==> config.mk <==
export PLATFORM = sky130hd
export DESIGN_NAME = conv1d_mac_ctrl
export DESIGN_NICKNAME = d
export VERILOG_FILES = /design/src/rtl/conv1d_mac_ctrl.sv
export SDC_FILE = /design/constraint.sdc
export NUM_CORES = 1
export LEC_CHECK = 0
export CORE_MARGIN = 5
export CORE_UTILIZATION = 60
export CTS_CLUSTER_SIZE = 8
export DETAILED_ROUTE_END_ITERATION = 8
export PLACE_DENSITY_LB_ADDON = 0.25
export SLEW_MARGIN = 30
export SYNTH_ARGS = -nofsm -noshare
export SYNTH_HDL_FRONTEND = slang
export SYNTH_SLANG_ARGS = --single-unit
==> constraint.sdc <==
create_clock -name clk -period 7.3 [get_ports clk]
set_input_delay 1.46 -clock clk [delete_from_list [all_inputs] [get_ports clk]]
set_output_delay 1.46 -clock clk [all_outputs]
set_load 0.1 [all_outputs]
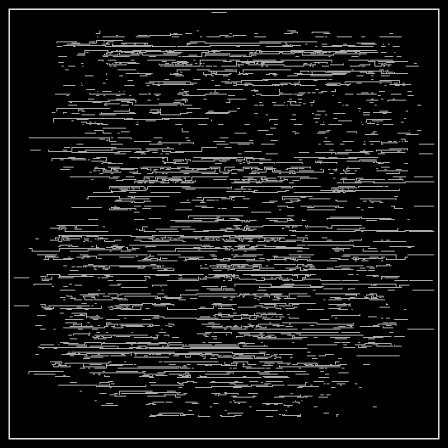
**Above:** run 1 (met1 routing).
The layer holds 43% of the routed length. 931 nets have wire on it.
grt met1 use: 31.1%
wirelength, routed: 15.7 mm
via count: 5584

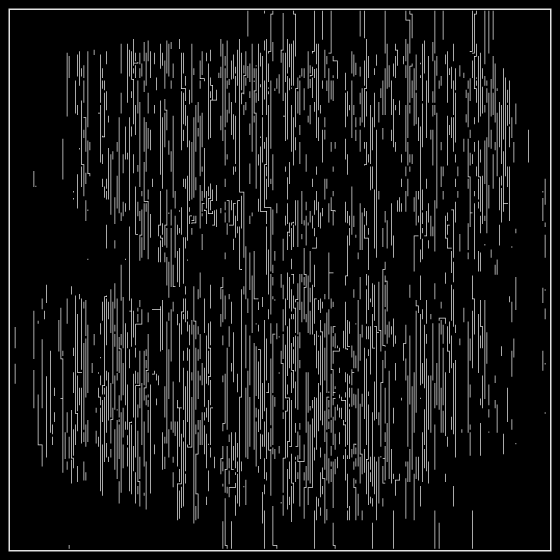
**Above:** run 1 (metal 2).
The longest straight run is 43.9 um. The wires run mostly vertical. 886 nets have wire on it. The layer carries 7770 um of wire. The layer holds 49% of the routed length.
M2 GR Usage: 39.0%

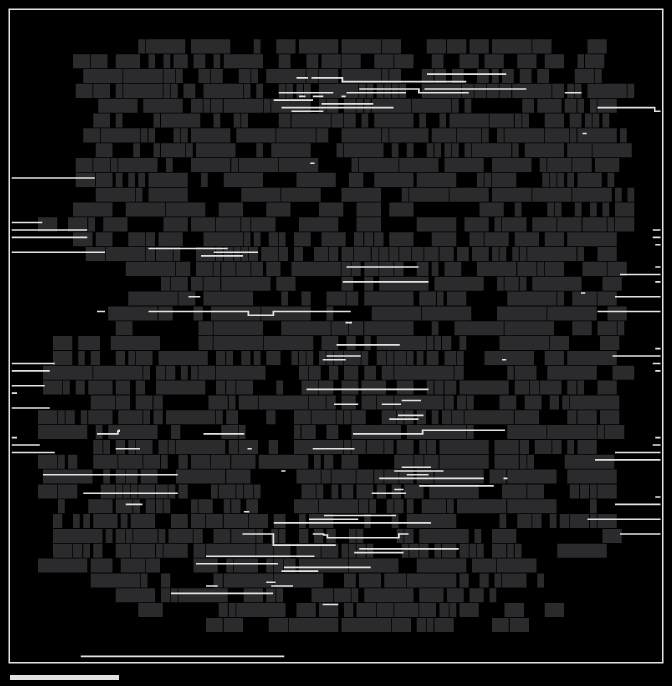
**Above:** run 1 (metal 3).
Bar = 20 um.
The layer holds 5.8% of the routed length. 81 nets have wire on it.
Global Route met3 Usage: 4.10%

==> results.json, run 1 <==
{
  "run_status": "finished clean",
  "io_buffer_count": 65,
  "die.size.y_um": 120,
  "path_class": "primary input to flop",
  "synthDominantCellAreaShare_pct": 24.3,
  "combGateArea_sq_mm": 0.00489,
  "p_seq_share_pct": 14.3,
  "final.period_utilization_pct": 87.8,
  "fillers": 880,
  "static-leakage-power_nw": 4.10,
  "dpl.hpwl_mm": 12.6,
  "design.core.area_sq_mm": 0.0119,
  "vdd_drop_max_v": 0.000806,
  "num-nets-final": 1014,
  "core.rowCount": 40,
  "pwr-share-comb_pct": 71.4,
  "powerDensity_mw_per_mm2": 411,
  "number_of_enable_flip_flop_cells": 0,
  "rrSetupSlack_ns": 2.52,
  "synth.top_cells.by_count": "sky130_fd_sc_hd__inv_1, sky130_fd_sc_hd__nand2_1, sky130_fd_sc_hd__fa_1",
  "vias_per_cell": 5.66,
  "post_synth.cell_area_avg_sq_um": 9.23
}
[run 1: placed cells by master (no fill, tap or decap), types with 15 or more instances in the layout]
cell type                         count
sky130_fd_sc_hd__inv_1              119
sky130_fd_sc_hd__nand2_1             83
sky130_fd_sc_hd__fa_1                75
sky130_fd_sc_hd__ha_1                74
sky130_fd_sc_hd__dfrtp_1             70
sky130_fd_sc_hd__clkdlybuf4s50_1     65
sky130_fd_sc_hd__o21ai_0             49
sky130_fd_sc_hd__nor2_1              37
sky130_fd_sc_hd__a21oi_1             36
sky130_fd_sc_hd__and2_1              35
sky130_fd_sc_hd__xnor2_1             32
sky130_fd_sc_hd__xor2_1              19
sky130_fd_sc_hd__mux2i_1             15
[run 1: tightest hold or removal path, stage by stage, from the launching register on]
cell	delay, ns
sky130_fd_sc_hd__dfrtp_1	0.32
sky130_fd_sc_hd__nand2_1	0.04
sky130_fd_sc_hd__o21ai_0	0.08
[run 1: through the flow]
stage	cell area, sq um	util, %	std cells	hold slack [ns]
2_1_floorplan	7200	-	780	0.450
3_3_place_gp	7960	66.8	971	0.464
3_5_place_dp	7960	66.9	971	0.480
4_1_cts	8290	69.6	987	0.494
5_1_grt	8300	69.7	987	0.518
6_report	8300	69.7	987	0.490
[run 1: layer usage]
layer / up-vias / wire length, um
li1: 2628 / -
met1: 2757 / 6760
met2: 172 / 7770
met3: 27 / 913
met4: 0 / 285
met5: - / 0
[run 1: logic make-up (layout without fill, tap and decap cells)]
logic type / Yosys count / count (layout) / synth area share (%)
multiplexers: 21 / 21 / 3.02
buffers and inverters: 147 / 207 / 7.78
AND/OR/NAND/NOR: 213 / 213 / 14.4
adder cells (fa/ha/maj): 149 / 149 / 33.7
AND-OR/OR-AND: 129 / 129 / 10.6
XOR/XNOR: 51 / 51 / 6.20
flip-flops: 70 / 70 / 24.3
[run 1: power by group through the flow]
| stage | sequential, W | clock [W] | combinational [W] |
|---|---|---|---|
| 2_1_floorplan | 0.000805 | 0 | 0.00165 |
| 3_3_place_gp | 0.000496 | 0 | 0.00238 |
| 3_5_place_dp | 0.000496 | 0 | 0.00245 |
| 4_1_cts | 0.000490 | 0.000493 | 0.00247 |
| 5_1_grt | 0.000497 | 0.000514 | 0.00274 |
| 6_report | 0.000489 | 0.000487 | 0.00244 |
[run 1: cell type report]
| class | instances | share of cell area (%) |
|---|---|---|
| flip-flops and latches | 70 | 21.1 |
| repair buffers | 68 | 8.16 |
| inverters | 123 | 5.56 |
| multi-input cells | 563 | 59.0 |
| well taps | 147 | 2.22 |
| clock buffers | 9 | 2.71 |
| clock inverters | 7 | 1.27 |
==> run 2, diff against run 1 <==
Settings changed: SETUP_SLACK_MARGIN set to 0.5.
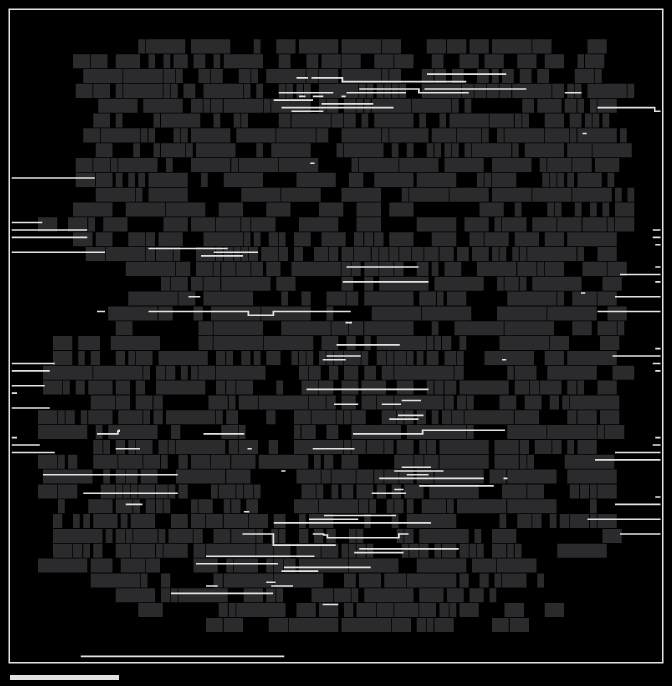
**Above:** run 2 (metal 3).
Bar = 20 um.
The layer holds 5.8% of the routed length. The layer carries 913 um of wire. The longest straight run is 37.0 um. The wires run mostly horizontal.

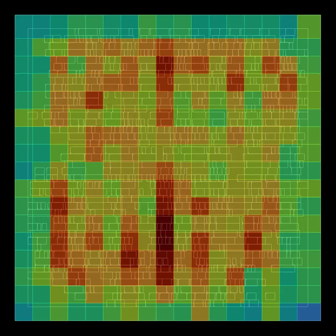
**Above:** run 2 (routing congestion map).
average wire length per cell after detail routing: 15.9 um
busiest layer in global routing: met2
final design utilization: 69.7%
Tot GR Track Use: 23.2%

==> results.json, run 2 <==
{
  "run_status": "finished clean",
  "fin_skew_ns": 0.00685,
  "rrSetupSlack_ns": 2.52,
  "fin_area_sq_mm": 0.00830,
  "number_of_enable_flip_flop_cells": 0,
  "synth_area_in_adders_pct": 33.7,
  "path_class": "primary input to flop",
  "design.core.area_sq_mm": 0.0119,
  "simple_gate_share_pct": 14.4,
  "xor_share_pct": 6.20,
  "detailroute.via_count": 5584,
  "core.rowCount": 40,
  "post_synth.cell_area_avg_sq_um": 9.23,
  "lay_top_cells": "sky130_fd_sc_hd__inv_1, sky130_fd_sc_hd__nand2_1, sky130_fd_sc_hd__fa_1, sky130_fd_sc_hd__ha_1, sky130_fd_sc_hd__dfrtp_1",
  "mux_share_pct": 3.02,
  "fmaxAchievable_mhz": 156,
  "vdd_drop_max_v": 0.000806,
  "most_common_cell_after_layout_fill_and_taps_aside": "sky130_fd_sc_hd__inv_1",
  "vias_per_cell": 5.66,
  "dpl.hpwl_mm": 12.6,
  "fp-utilization_pct": 60.5,
  "setup-tns-final_ns": 0,
  "die.size.y_um": 120,
  "clock_sink_count": 70,
  "final.period_utilization_pct": 87.8,
  "synthCells": 780,
  "timing.critical_path.cells": "clkdlybuf4s50_1 -> and2_1 -> buf_4 -> inv_1 -> fa_1 -> inv_1 -> fa_1 -> fa_1 -> fa_1 -> fa_1 -> ha_1 -> o211ai_1 -> a21oi_1 -> a211oi_1 -> o2bb2ai_1 -> xnor2_1 -> a21oi_1",
  "num-nets-final": 1014,
  "postPlaceCellArea_sq_mm": 0.00796,
  "synthDominantCellAreaShare_pct": 24.3,
  "post_synth_main_logic_family": "adder cells",
  "powerDensity_mw_per_mm2": 411,
  "totalWireLength_mm": 15.7,
  "synthesis.area_sq_mm": 0.00720,
  "fillers": 880,
  "holdBufCountCts": 0,
  "ys_sh_aoi_pct": 10.6
}
## run 2: cell counts in the layout (fill, tap and decap cells not counted)
No cell type changed its count.
## run 2: layer usage
metal / up-vias / GRT usage [%] / wire (um)
met5: - / 0 / 0
met4: 0 / 6.44 / 285
met3: 27 / 4.10 / 913
met2: 172 / 39.0 / 7770
met1: 2757 / 31.1 / 6760
li1: 2628 / - / -
## run 2: stage by stage
| step | power [W] | cells | hold WS, ns |
|---|---|---|---|
| floorplan | 0.00246 | 780 | 0.450 |
| global placement | 0.00288 | 971 | 0.464 |
| finish | 0.00341 | 987 | 0.490 |
| global route | 0.00375 | 987 | 0.518 |
| CTS | 0.00345 | 987 | 0.494 |
| detailed placement | 0.00294 | 971 | 0.480 |
## run 2: power breakdown
| part | total (W) | internal (W) | switching (W) |
|---|---|---|---|
| Clock | 0.000487 | 0.000304 | 0.000183 |
| Combinational | 0.00244 | 0.00103 | 0.00141 |
| Sequential | 0.000489 | 0.000433 | 0.0000564 |
| Total | 0.00341 | 0.00177 | 0.00165 |
## run 2: area by class of cell
| class | instances | area (sq um) | area share [%] |
|---|---|---|---|
| multi-input combinational | 563 | 4890 | 59.0 |
| sequential | 70 | 1750 | 21.1 |
| timing repair buffer | 68 | 677 | 8.16 |
| inverter | 123 | 462 | 5.56 |
| clock buffer | 9 | 225 | 2.71 |
| tap | 147 | 184 | 2.22 |
| clock inverter | 7 | 105 | 1.27 |
## run 2: worst min-delay path: cells and delay by family, from the launching register on
family,cells,cell delay (ns)
AND-OR/OR-AND,1,0.08
flip-flops,1,0.32
AND/OR/NAND/NOR,1,0.04
## run 2: cells by family after synthesis
| group | Yosys count |
|---|---|
| AND-OR/OR-AND | 129 |
| XOR/XNOR | 51 |
| adder cells (fa/ha/maj) | 149 |
| buffers and inverters | 147 |
| flip-flops | 70 |
| multiplexers | 21 |
| AND/OR/NAND/NOR | 213 |
Power is estimated from default activity; no workload was simulated.
